--- config.mk ---
export PLATFORM = sky130hd
export DESIGN_NAME = adv7513_config_seq
export DESIGN_NICKNAME = d
export VERILOG_FILES = /design/src/rtl/adv7513_config_seq.sv
export SDC_FILE = /design/constraint.sdc
export NUM_CORES = 1
export LEC_CHECK = 0
export CAP_MARGIN = 20
export CORE_MARGIN = 1
export CORE_UTILIZATION = 47
export DETAILED_ROUTE_END_ITERATION = 6
export HOLD_SLACK_MARGIN = 0.15
export PLACE_DENSITY = 0.69
export SLEW_MARGIN = 20
export SYNTH_ARGS = -nofsm -noshare
export SYNTH_HDL_FRONTEND = slang
export SYNTH_SLANG_ARGS = --single-unit
--- constraint.sdc ---
create_clock -name CLK_50MHZ -period 6.7 [get_ports CLK_50MHZ]
set_input_delay 0.67 -clock CLK_50MHZ [delete_from_list [all_inputs] [get_ports CLK_50MHZ]]
set_output_delay 0.67 -clock CLK_50MHZ [all_outputs]
set_load 0.005 [all_outputs]
--- src/rtl/adv7513_config_seq.sv ---
// ADV7513 bring-up sequencer: waits out power-up, then writes the register table through a byte-level I2C master.
// Build option ADV7513_HPD_REINIT_EN: re-runs the table, prefixed by an interrupt clear, on an HDMI_TX_INT falling edge.
module adv7513_config_seq #(
  parameter int unsigned POWERUP_CYCLES   = 10000000,
  parameter int unsigned RETRY_GAP_CYCLES = 50000,
  parameter int unsigned MAX_RETRIES      = 3,
  parameter logic [6:0]  DEV_ADDR         = 7'h39
) (
  input  logic       CLK_50MHZ,
  input  logic       RESET_N,
  input  logic       HDMI_TX_INT,
  output logic       CMD_VALID,
  input  logic       CMD_READY,
  output logic [6:0] CMD_DEV,
  output logic [7:0] CMD_REG,
  output logic [7:0] CMD_DATA,
  input  logic       RSP_VALID,
  input  logic       RSP_NACK,
  output logic       CONFIG_DONE,
  output logic       CONFIG_ERROR,
  output logic [3:0] ENTRY_IDX
);

  localparam int unsigned PWR_W = (POWERUP_CYCLES > 32'd0) ? $clog2(POWERUP_CYCLES + 32'd1) : 1;
  localparam int unsigned GAP_W = (RETRY_GAP_CYCLES > 32'd0) ? $clog2(RETRY_GAP_CYCLES + 32'd1) : 1;
  localparam int unsigned CNT_W = (PWR_W > GAP_W) ? PWR_W : GAP_W;
  localparam int unsigned RTY_W = (MAX_RETRIES > 32'd0) ? $clog2(MAX_RETRIES + 32'd1) : 1;

  localparam logic [CNT_W-1:0] PWR_LAST = CNT_W'(POWERUP_CYCLES - 32'd1);
  localparam logic [CNT_W-1:0] GAP_LAST = CNT_W'(RETRY_GAP_CYCLES - 32'd1);
  localparam logic [RTY_W-1:0] RTY_MAX  = RTY_W'(MAX_RETRIES);

`ifdef ADV7513_HPD_REINIT_EN
  localparam logic [3:0] LAST_IDX = 4'd11;
`else
  localparam logic [3:0] LAST_IDX = 4'd10;
`endif

  typedef enum logic [2:0] {
    ST_WAIT_PWR = 3'd0,
    ST_ISSUE    = 3'd1,
    ST_WAIT_RSP = 3'd2,
    ST_BACKOFF  = 3'd3,
    ST_DONE     = 3'd4,
    ST_ERROR    = 3'd5
  } state_t;

  state_t           state_r;
  logic [CNT_W-1:0] cnt_r;
  logic [RTY_W-1:0] retry_cnt_r;
  logic             cmd_valid_r;
  logic [7:0]       cmd_reg_r;
  logic [7:0]       cmd_data_r;
  logic             config_done_r;
  logic             config_error_r;
  logic [3:0]       entry_idx_r;

  logic             pwr_end_s;
  logic             gap_end_s;
  logic             int_fall_s;
  logic [3:0]       entry_inc_s;

  // Register table as {reg, data}; the interrupt-clear write is prepended when re-init is built in.
  function automatic logic [15:0] table_entry(input logic [3:0] idx);
    logic [3:0]  base;
    logic [15:0] e;
`ifdef ADV7513_HPD_REINIT_EN
    base = idx - 4'd1;
`else
    base = idx;
`endif
    case (base)
      4'd0:    e = 16'h4110;
      4'd1:    e = 16'h9803;
      4'd2:    e = 16'h9AE0;
      4'd3:    e = 16'h9C30;
      4'd4:    e = 16'h9D61;
      4'd5:    e = 16'hA2A4;
      4'd6:    e = 16'hA3A4;
      4'd7:    e = 16'hE0D0;
      4'd8:    e = 16'hF900;
      4'd9:    e = 16'h1500;
      4'd10:   e = 16'h1630;
      default: e = 16'h0000;
    endcase
`ifdef ADV7513_HPD_REINIT_EN
    if (idx == 4'd0) begin
      e = 16'h96C0;
    end else begin
      e = e;
    end
`endif
    return e;
  endfunction

`ifdef ADV7513_HPD_REINIT_EN
  logic int_meta_r;
  logic int_sync_r;
  logic int_prev_r;

  // Two-flop synchroniser for the asynchronous interrupt plus a delay stage for edge detection.
  always_ff @(posedge CLK_50MHZ or negedge RESET_N) begin
    if (!RESET_N) begin
      int_meta_r <= 1'b1;
      int_sync_r <= 1'b1;
      int_prev_r <= 1'b1;
    end else begin
      int_meta_r <= HDMI_TX_INT;
      int_sync_r <= int_meta_r;
      int_prev_r <= int_sync_r;
    end
  end

  assign int_fall_s = int_prev_r & ~int_sync_r;
`else
  logic unused_int_s;
  assign unused_int_s = HDMI_TX_INT;
  assign int_fall_s   = 1'b0;
`endif

  assign pwr_end_s   = (POWERUP_CYCLES == 32'd0) || (cnt_r == PWR_LAST);
  assign gap_end_s   = (RETRY_GAP_CYCLES == 32'd0) || (cnt_r == GAP_LAST);
  assign entry_inc_s = entry_idx_r + 4'd1;

  // Sequencer: every output, including the command payload, is registered as a state enters.
  always_ff @(posedge CLK_50MHZ or negedge RESET_N) begin
    if (!RESET_N) begin
      state_r        <= ST_WAIT_PWR;
      cnt_r          <= {CNT_W{1'b0}};
      retry_cnt_r    <= {RTY_W{1'b0}};
      cmd_valid_r    <= 1'b0;
      cmd_reg_r      <= 8'h00;
      cmd_data_r     <= 8'h00;
      config_done_r  <= 1'b0;
      config_error_r <= 1'b0;
      entry_idx_r    <= 4'd0;
    end else begin
      case (state_r)
        ST_WAIT_PWR: begin
          if (pwr_end_s) begin
            state_r                 <= ST_ISSUE;
            cnt_r                   <= {CNT_W{1'b0}};
            cmd_valid_r             <= 1'b1;
            {cmd_reg_r, cmd_data_r} <= table_entry(entry_idx_r);
          end else begin
            cnt_r <= cnt_r + CNT_W'(1);
          end
        end
        ST_ISSUE: begin
          if (CMD_READY) begin
            state_r     <= ST_WAIT_RSP;
            cmd_valid_r <= 1'b0;
          end else begin
            cmd_valid_r <= 1'b1;
          end
        end
        ST_WAIT_RSP: begin
          if (RSP_VALID && !RSP_NACK) begin
            if (entry_idx_r == LAST_IDX) begin
              state_r       <= ST_DONE;
              config_done_r <= 1'b1;
            end else begin
              state_r                 <= ST_ISSUE;
              entry_idx_r             <= entry_inc_s;
              retry_cnt_r             <= {RTY_W{1'b0}};
              cmd_valid_r             <= 1'b1;
              {cmd_reg_r, cmd_data_r} <= table_entry(entry_inc_s);
            end
          end else if (RSP_VALID && RSP_NACK) begin
            if (retry_cnt_r < RTY_MAX) begin
              state_r     <= ST_BACKOFF;
              retry_cnt_r <= retry_cnt_r + RTY_W'(1);
              cnt_r       <= {CNT_W{1'b0}};
            end else begin
              state_r        <= ST_ERROR;
              config_error_r <= 1'b1;
            end
          end else begin
            state_r <= ST_WAIT_RSP;
          end
        end
        ST_BACKOFF: begin
          // Payload registers still hold the NACKed entry, so the retry reuses them.
          if (gap_end_s) begin
            state_r     <= ST_ISSUE;
            cnt_r       <= {CNT_W{1'b0}};
            cmd_valid_r <= 1'b1;
          end else begin
            cnt_r <= cnt_r + CNT_W'(1);
          end
        end
        ST_DONE, ST_ERROR: begin
          if (int_fall_s) begin
            state_r                 <= ST_ISSUE;
            config_done_r           <= 1'b0;
            config_error_r          <= 1'b0;
            entry_idx_r             <= 4'd0;
            retry_cnt_r             <= {RTY_W{1'b0}};
            cmd_valid_r             <= 1'b1;
            {cmd_reg_r, cmd_data_r} <= table_entry(4'd0);
          end else begin
            state_r <= state_r;
          end
        end
        default: begin
          state_r     <= ST_WAIT_PWR;
          cnt_r       <= {CNT_W{1'b0}};
          cmd_valid_r <= 1'b0;
        end
      endcase
    end
  end

  assign CMD_VALID    = cmd_valid_r;
  assign CMD_DEV      = DEV_ADDR;
  assign CMD_REG      = cmd_reg_r;
  assign CMD_DATA     = cmd_data_r;
  assign CONFIG_DONE  = config_done_r;
  assign CONFIG_ERROR = config_error_r;
  assign ENTRY_IDX    = entry_idx_r;

endmodule

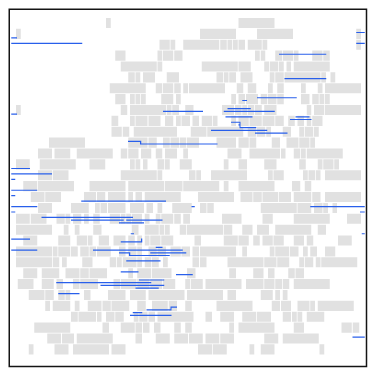
*Metal 3*
(4 px per um)
- nets with wire on the layer: 45
- main direction: horizontal
- longest straight run: 23.5 um
- share of all routed wire: 5.1%
- wire length on this layer: 421 um
Via Count: 3143
Routed WL: 8215 um
met3 Use GR: 0.03139

==> flow_summary.toml <==
# generated from flow reports
[run_status]
status = "finished clean"

[floorplanning]
die.size.y_um = 88.92
fp_util = 0.4870
dieWidth_um = 88.92
fp-row-count = 31
die-area_sq_um = 7907
core_area_sq_um = 7292

[placed_design]
place_hpwl_um = 5558
port_buffers = 26
globalplace.congestion = 0.9472
placed_area_sq_um = 3821
post-place-cells = 525

[grt]
grt_util_all_layers = 0.2190
grt_max_degree = 52
antenna_found_initial = 0
grt_use_met1 = 0.3092
grt_use_met2 = 0.3517
grt-ovfl-total = 0

[sta]
min_period_ns = 2.750
fmax_mhz = 363.7
hold_violations = 0
drv_slew = 0
maxSlewHeadroom = 0.3358
setup_viol = 0
finalCritPeriodShare = 0.4104

[drt]
final_antenna_net_count = 0
drt_iter0_drc = 159
wirelength_met1_um = 3906
avgViaCountPerCell = 5.908
dr.max_layer_used = "met4"
wl_per_cell_um = 15.44
detail_route.first_pass.iterations = 4
drc = 0
wl_met3_um = 421

[critical_path]
cp-startpoint = "ENTRY_IDX[2]"
worstPathArrival_ns = 2.97
rr_startpoint = "ENTRY_IDX[2]"
critPathCaptureType = "flip-flop"
cp-start-kind = "flip-flop"
crit_end = "CMD_REG[0]"
crit_fanout = 21
path_class = "flip-flop to flip-flop"
crit_required_ns = 6.92

[pwr]
powerDensity_nw_per_um2 = 388.4
ir_drop_mv = 0.2279

[synth]
muxShareOfSynthArea = 0.05391
top_area_frac = 0.3594
top_cells_by_count = "52 x nand2_1, 51 x dfrtp_1, 34 x o21ai_0"
ys_sh_adder = 0.04581
ys_sh_simple = 0.2393
compound_area_frac = 0.2065
yosysTopAreaCell = "dfrtp_1"
avgSynthCellArea_sq_um = 8.375
ys_warn_count = 0
area_leaders = "dfrtp_1 36%, nand2_1 5.5%, o21ai_0 4.8%, ha_1 4.6%, nand3_1 3.8%"
ff_type = "dfrtp_1"
async_reset_ff_frac = 1.000
edf_count = 0
syn-cell-area_sq_um = 3551
syn-instance-count = 424
ys_seq_elements = 51
ys_seq_share = 0.3594
synthTopLogicFamily = "simple AND/OR/NAND/NOR gates"
synth-area-yosys_sq_um = 3551

[final_layout]
finalNonFillerCells = 532
drive_gt1_frac = 0.07852
layout.nets = 452
num-fill-cells = 686
final_cell_mix = "52 x nand2_1, 51 x dfrtp_1, 34 x o21ai_0"
syn2layout_area_growth_pct = 10.61
final_area_sq_um = 3928

[clocking]
cts_tree = "done"
clock-sinks = 51
clock_path_buffers = 2
clk_pin_slew_ns = 0.10

[worst_hold_path]
hold_class = "input pin to async pin"
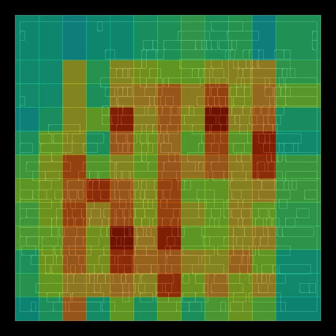
*Routing congestion map*
Top Usage Layer GRT: met2
utilization after layout: 0.5386

sequential cells by signal (all words and copies together) (netlist names), 2 cells and up:
register / flops
CMD_DATA: 7
retry_cnt_r: 2
ENTRY_IDX: 4
CMD_REG: 8
state_r: 3
cnt_r: 24
through the flow:
| stage | power [mW] | setup WS, ns | hold WS (ns) |
|---|---|---|---|
| 2_1_floorplan | 1.058 | 4.449 | 0.3744 |
| 3_3_place_gp | 1.283 | 4.032 | 0.4546 |
| 3_5_place_dp | 1.302 | 3.966 | 0.4570 |
| 4_1_cts | 1.523 | 3.984 | 0.4848 |
| 5_1_grt | 1.645 | 3.726 | 0.4955 |
| 6_report | 1.525 | 3.950 | 0.4605 |
cells by family (layout without fill, tap and decap cells):
logic type | Yosys count | count (layout)
flip-flops | 51 | 51
XOR/XNOR | 11 | 11
multiplexers | 18 | 18
AND-OR/OR-AND | 111 | 111
other | 2 | 8
buffers and inverters | 51 | 54
adder cells (fa/ha/maj) | 13 | 13
AND/OR/NAND/NOR | 167 | 167
worst max-delay path: stages, from the launching register on:
cell and delay (ns):
dfrtp_1 0.79, nand3_1 0.30, xor2_1 0.85, nand2_1 0.22
o221a_2 0.33, o21ai_0 0.18
where the power goes:
part           switching (mW)  internal, mW
clock                   0.107         0.109
sequential              0.163         0.411
combinational           0.385         0.350
total                   0.655         0.871
area by class of cell:
cell class | count | area [sq um] | area share
multi-input cells | 328 | 2068 | 0.5266
flip-flops and latches | 51 | 1276 | 0.3249
repair buffers | 31 | 292.8 | 0.07455
well taps | 99 | 123.9 | 0.03154
clock buffers | 5 | 68.82 | 0.01752
inverters | 16 | 60.06 | 0.01529
clock inverters | 2 | 37.54 | 0.009557
No activity file was given, so power comes from the tool's default toggle rates.
